`src/rtl/div_seq.sv`:
```
// div_seq: multi-cycle restoring divider, signed or unsigned, with start/busy/done handshake.
// One quotient bit per cycle; signs are stripped on entry and re-applied in a FIX cycle.
// Optional macro DIV_EARLY_ZERO_EN: a zero divisor completes straight from the start edge
// instead of running the full iteration.
module div_seq #(
    parameter int unsigned WIDTH = 32
) (
    input  logic             clk,
    input  logic             rst_n,
    input  logic             ctrl_DIV,
    input  logic             is_signed,
    input  logic [WIDTH-1:0] divid,
    input  logic [WIDTH-1:0] divis,
    output logic             busy,
    output logic             done,
    output logic [WIDTH-1:0] quot,
    output logic [WIDTH-1:0] rem,
    output logic             exceptRes
);

    localparam int unsigned CntW = $clog2(WIDTH + 1);
    localparam logic [CntW-1:0] LastCnt = CntW'(WIDTH - 1);

    typedef enum logic [1:0] {StIdle, StRun, StFix, StDone} state_e;

    state_e state_q, state_d;
    logic   busy_q, busy_d, done_q, done_d;

    logic [WIDTH-1:0] dvd_sh_q, dvd_sh_d;    // dividend magnitude, consumed MSB first
    logic [WIDTH-1:0] divid_q, divid_d;      // original dividend, returned on divide-by-zero
    logic [WIDTH-1:0] dvs_mag_q, dvs_mag_d;
    logic [WIDTH-1:0] rem_acc_q, rem_acc_d;
    logic [WIDTH-1:0] quo_acc_q, quo_acc_d;
    logic [CntW-1:0]  cnt_q, cnt_d;
    logic             neg_q_q, neg_q_d, neg_r_q, neg_r_d;
    logic [WIDTH-1:0] quot_q, quot_d, rem_q, rem_d;
    logic             exc_q, exc_d;

    logic             start;
    logic             early_zero;
    logic [WIDTH-1:0] dvd_mag, dvs_mag;
    logic [WIDTH:0]   rem_sh, diff;

    // Start is accepted only when no operation is in flight.
    assign start = ctrl_DIV && ((state_q == StIdle) || (state_q == StDone));

`ifdef DIV_EARLY_ZERO_EN
    assign early_zero = start && (divis == '0);
`else
    assign early_zero = 1'b0;
`endif

    assign dvd_mag = (is_signed && divid[WIDTH-1]) ? ({WIDTH{1'b0}} - divid) : divid;
    assign dvs_mag = (is_signed && divis[WIDTH-1]) ? ({WIDTH{1'b0}} - divis) : divis;

    // Restoring step: bring in next dividend bit, trial-subtract over WIDTH+1 bits.
    assign rem_sh = {rem_acc_q, dvd_sh_q[WIDTH-1]};
    assign diff   = rem_sh - {1'b0, dvs_mag_q};

    // State and handshake registers.
    always_ff @(posedge clk or negedge rst_n) begin
        if (!rst_n) begin
            state_q <= StIdle;
            busy_q  <= 1'b0;
            done_q  <= 1'b0;
        end else begin
            state_q <= state_d;
            busy_q  <= busy_d;
            done_q  <= done_d;
        end
    end

    // Next-state logic.
    always_comb begin
        state_d = state_q;
        unique case (state_q)
            StIdle:  if (start) state_d = early_zero ? StDone : StRun;
            StRun:   if (cnt_q == LastCnt) state_d = StFix;
            StFix:   state_d = StDone;
            StDone:  state_d = start ? (early_zero ? StDone : StRun) : StIdle;
            default: state_d = StIdle;
        endcase
    end

    // Handshake outputs trail the state by one cycle so done never overlaps busy.
    always_comb begin
        busy_d = (state_q == StRun) || (state_q == StFix);
        done_d = (state_q == StDone);
    end

    // Datapath registers.
    always_ff @(posedge clk or negedge rst_n) begin
        if (!rst_n) begin
            dvd_sh_q  <= '0;
            divid_q   <= '0;
            dvs_mag_q <= '0;
            rem_acc_q <= '0;
            quo_acc_q <= '0;
            cnt_q     <= '0;
            neg_q_q   <= 1'b0;
            neg_r_q   <= 1'b0;
            quot_q    <= '0;
            rem_q     <= '0;
            exc_q     <= 1'b0;
        end else begin
            dvd_sh_q  <= dvd_sh_d;
            divid_q   <= divid_d;
            dvs_mag_q <= dvs_mag_d;
            rem_acc_q <= rem_acc_d;
            quo_acc_q <= quo_acc_d;
            cnt_q     <= cnt_d;
            neg_q_q   <= neg_q_d;
            neg_r_q   <= neg_r_d;
            quot_q    <= quot_d;
            rem_q     <= rem_d;
            exc_q     <= exc_d;
        end
    end

    // Datapath next-state: latch on start, iterate in RUN, sign-fix and publish in FIX.
    always_comb begin
        dvd_sh_d  = dvd_sh_q;
        divid_d   = divid_q;
        dvs_mag_d = dvs_mag_q;
        rem_acc_d = rem_acc_q;
        quo_acc_d = quo_acc_q;
        cnt_d     = cnt_q;
        neg_q_d   = neg_q_q;
        neg_r_d   = neg_r_q;
        quot_d    = quot_q;
        rem_d     = rem_q;
        exc_d     = exc_q;
        if (start) begin
            dvd_sh_d  = dvd_mag;
            divid_d   = divid;
            dvs_mag_d = dvs_mag;
            neg_q_d   = is_signed && (divid[WIDTH-1] ^ divis[WIDTH-1]);
            neg_r_d   = is_signed && divid[WIDTH-1];
            rem_acc_d = '0;
            quo_acc_d = '0;
            cnt_d     = '0;
            if (early_zero) begin
                quot_d = '0;
                rem_d  = divid;
                exc_d  = 1'b1;
            end
        end else if (state_q == StRun) begin
            dvd_sh_d = {dvd_sh_q[WIDTH-2:0], 1'b0};
            if (!diff[WIDTH]) begin
                rem_acc_d = diff[WIDTH-1:0];
                quo_acc_d = {quo_acc_q[WIDTH-2:0], 1'b1};
            end else begin
                rem_acc_d = rem_sh[WIDTH-1:0];
                quo_acc_d = {quo_acc_q[WIDTH-2:0], 1'b0};
            end
            cnt_d = cnt_q + CntW'(1);
        end else if (state_q == StFix) begin
            if (dvs_mag_q == '0) begin
                quot_d = '0;
                rem_d  = divid_q;
                exc_d  = 1'b1;
            end else begin
                // MIN / -1 wraps back to MIN through the modular negation.
                quot_d = neg_q_q ? ({WIDTH{1'b0}} - quo_acc_q) : quo_acc_q;
                rem_d  = neg_r_q ? ({WIDTH{1'b0}} - rem_acc_q) : rem_acc_q;
                exc_d  = 1'b0;
            end
        end
    end

    assign busy      = busy_q;
    assign done      = done_q;
    assign quot      = quot_q;
    assign rem       = rem_q;
    assign exceptRes = exc_q;

endmodule

```
`config.mk`:
```
export PLATFORM = sky130hd
export DESIGN_NAME = div_seq
export DESIGN_NICKNAME = d
export VERILOG_FILES = /design/src/rtl/div_seq.sv
export SDC_FILE = /design/constraint.sdc
export NUM_CORES = 1
export LEC_CHECK = 0
export CORE_UTILIZATION = 40
export CTS_BUF_LIST = sky130_fd_sc_hd__clkbuf_8
export DETAILED_ROUTE_END_ITERATION = 10
export SLEW_MARGIN = 5
export SYNTH_ARGS = -nofsm -noshare
export SYNTH_HDL_FRONTEND = slang
export SYNTH_SLANG_ARGS = --single-unit
```
`constraint.sdc`:
```
create_clock -name clk -period 8 [get_ports clk]
set_clock_uncertainty 0.1 [all_clocks]
set_input_delay 1.6 -clock clk [delete_from_list [all_inputs] [get_ports clk]]
set_output_delay 1.6 -clock clk [all_outputs]
set_load 0.02 [all_outputs]
```
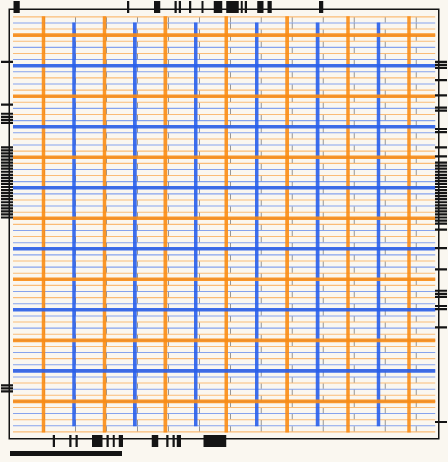
(run_1/floorplan.png)
The bar under the picture is 50 um long. Pins as bars on the die edge. Tap cells in grey.
- orange: VSS
- blue: VDD
- signal pins: 135
- rows: 68
- met1 rails: 69

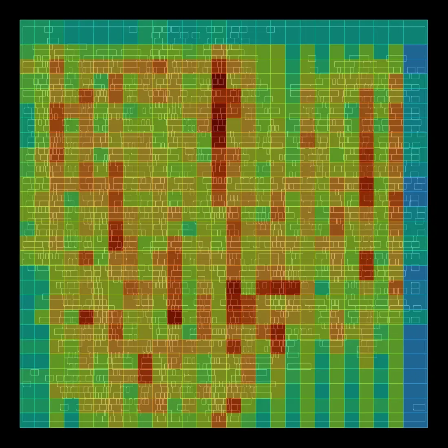
(run_1/congestion_map.png)
global-route met2 utilization: 0.336
global routing met3 resource utilization: 0.0399
GR Util met1: 0.261
grt peak-use layer: met2

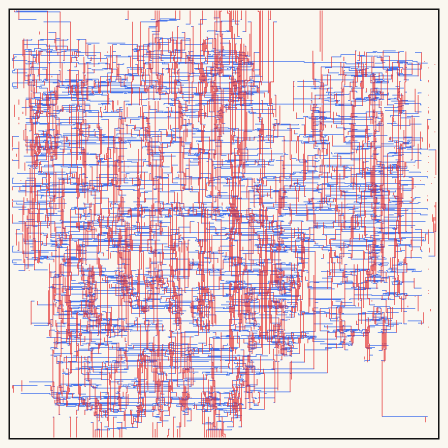
(run_1/layers.png)
Two of the layers only.
- blue: M1 (wire length 16,500 um)
- red: M2 (wire length 17,000 um)
Global Route Usage Sum: 0.201
mean routed wirelength per cell: 16.7 um
final wirelength: 35,900 um
vias after detailed routing: 11,572

==> results_dict.tcl, run 1 <==
# implementation run metrics
set metrics [dict create \
    run_status "finished, final reports clean" \
    final_layout_top_logic_cell "sky130_fd_sc_hd__nand2_1" \
    die-height_um 191 \
    clkSlewWorstSetupHoldPaths_ns 0.06 \
    yosysWarnings 0 \
    clock_power_share 0.164 \
    most-common-layout-cells "252 x sky130_fd_sc_hd__nand2_1, 237 x sky130_fd_sc_hd__dfrtp_1, 156 x sky130_fd_sc_hd__o21ai_0, 133 x sky130_fd_sc_hd__clkdlybuf4s50_1, 99 x sky130_fd_sc_hd__xor2_1" \
    postSynthNetCount 1677 \
    critical_path.reg2reg.startpoint "dvd_sh_q[31]" \
    synth_flops 237 \
    power.switching_mw 3.35 \
    drtAntennaViolNets 0 \
    timing.hold.worst.start "divid_q[4]" \
    detail_route.drc_violations 0 \
    detailed_place.area_um2 16000 \
    stage_log_warnings 33 \
    port_buffers 134 \
    n_antenna_cell 0 \
    power_combinational_mw 4.18 \
    synth-adder-area-share 0.0374 \
    worstRegToRegCells 13 \
    finish.instance_area_um2 16900 \
    netlist.area_leader.share 0.416 \
    sink_count_of_the_clock_tree 237 \
    cp-end-kind "flip-flop" \
    setup.worst_path.class "primary input to flip-flop" \
    post_synth_num_cell_types 65 \
    switching_share 0.442 \
    dpl_worst_slack_ns 2.86 \
    synth-simple-area-share 0.166 \
    achievable-frequency_mhz 212 \
    largest_area_cell "sky130_fd_sc_hd__dfrtp_1" \
    clock_net_power_mw 1.24 \
    crit_start "divid[2]" \
    grt_first_pass_wirelength_um 59100 \
    syn_to_final_growth_pct 18.6 \
    reg2reg_capture_point "rem_acc_q[0]" \
]
run 1: cell type report:
| type | instances | area, um2 | share of cell area |
|---|---|---|---|
| multi-input combinational | 1192 | 7850 | 0.464 |
| sequential | 237 | 5930 | 0.351 |
| timing repair buffer | 143 | 1430 | 0.0844 |
| clock buffer | 56 | 771 | 0.0456 |
| tap | 455 | 569 | 0.0337 |
| inverter | 51 | 191 | 0.0113 |
| clock inverter | 18 | 164 | 0.00970 |
run 1: critical path: cells and delay by family:
kind | cells | cell delay [ns]
buffers and inverters | 1 | 0.50
AND-OR/OR-AND | 2 | 0.17
AND/OR/NAND/NOR | 6 | 2.57
XOR/XNOR | 1 | 0.19
==> run_1/m4.png <==
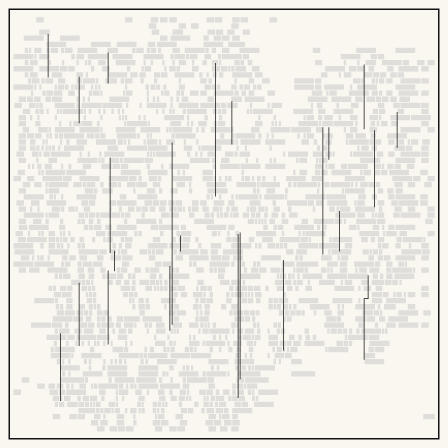

==> run 2, diff against run 1 <==
clock period = 4.3 ns   (was 8 ns; I/O delays follow)
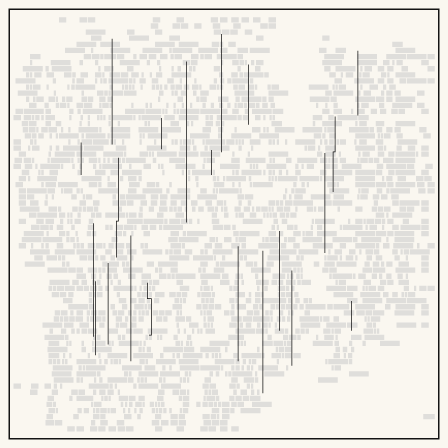
(run_2/m4.png)
- nets with wire on the layer: 14
- wire length on this layer: 802 um
- share of all routed wire: 2.2%
- longest straight run: 71.4 um
- main direction: vertical
final wirelength: 35,900 um
vias after detailed routing: 11,673

==> run 2 against run 1 <==
Against the previous run:
- combinational power grew about 90%
- flip-flop count is the same
- via count grew 0.87%
==> results_dict.tcl, run 2 <==
# implementation run metrics
set metrics [dict create \
    seq_share 0.349 \
    achievable-frequency_mhz 264 \
    port_buffers 134 \
    netlist.area_leader.share 0.416 \
    critical_path.reg2reg.startpoint "dvd_sh_q[31]" \
    internal_power_mw 7.80 \
    post_synth_num_cell_types 65 \
    finish.instance_area_um2 17000 \
    sink_count_of_the_clock_tree 237 \
    area_share_nonclk_buffers 0.0964 \
    synth-adder-area-share 0.0374 \
    detail_route.drc_violations 0 \
    stage_log_warnings 31 \
    cp_buf_inv_count 2 \
    xor_and_xnor_area_share_after_synthesis 0.0910 \
    drtAntennaViolNets 0 \
    cell_with_the_most_instances_after_synthesis "sky130_fd_sc_hd__nand2_1" \
    sh_comb_area 0.462 \
    worst_path_dominant_cell_family "AND-OR/OR-AND gates" \
    n_sequential_cell 237 \
    switching_share 0.445 \
    synth_flops 237 \
    yosysWarnings 0 \
    area.sequential_um2 5930 \
    synth-simple-area-share 0.166 \
    worstRegToRegCells 13 \
    first_global_vias 11566 \
    top_area_cell_class "multi-input combinational cells" \
    n_antenna_cell 0 \
    setup.worst_path.class "flip-flop to flip-flop" \
    tapCellCount 455 \
    die-height_um 191 \
    dpl_worst_slack_ns 0.197 \
    clock_power_share 0.148 \
    largest_area_cell "sky130_fd_sc_hd__dfrtp_1" \
    detailed_place.area_um2 16200 \
    critical_path_depth 13 \
    inv_count 51 \
    run_status "finished, final reports clean" \
    final-clk-cell-share 0.0484 \
]
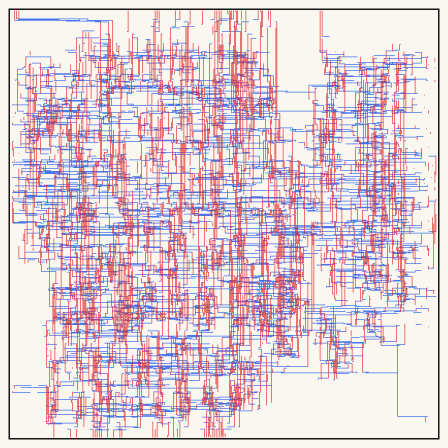
(run_2/layers.png)
Two of the layers only.
- red: M2 (wire length 17,000 um)
- blue: M1 (wire length 16,600 um)
Global Route Usage Sum: 0.200
mean routed wirelength per cell: 16.5 um

[run 2: power groups by stage]
stage | registers (mW) | clock network, mW | logic (mW)
after global routing | 4.15 | 2.23 | 8.88
after global placement | 4.03 | 0 | 7.83
after CTS | 4.02 | 2.15 | 8.00
after detailed placement | 4.05 | 0 | 7.96
after floorplan | 4.00 | 0 | 5.67
final | 4.02 | 2.08 | 7.95
[run 2: metal layers]
metal | global-route usage | part of all wire
met5 | 0 | 0
met4 | 0.0588 | 0.022
met3 | 0.0357 | 0.042
met2 | 0.342 | 0.47
met1 | 0.258 | 0.46
Power is estimated from default activity; no workload was simulated.
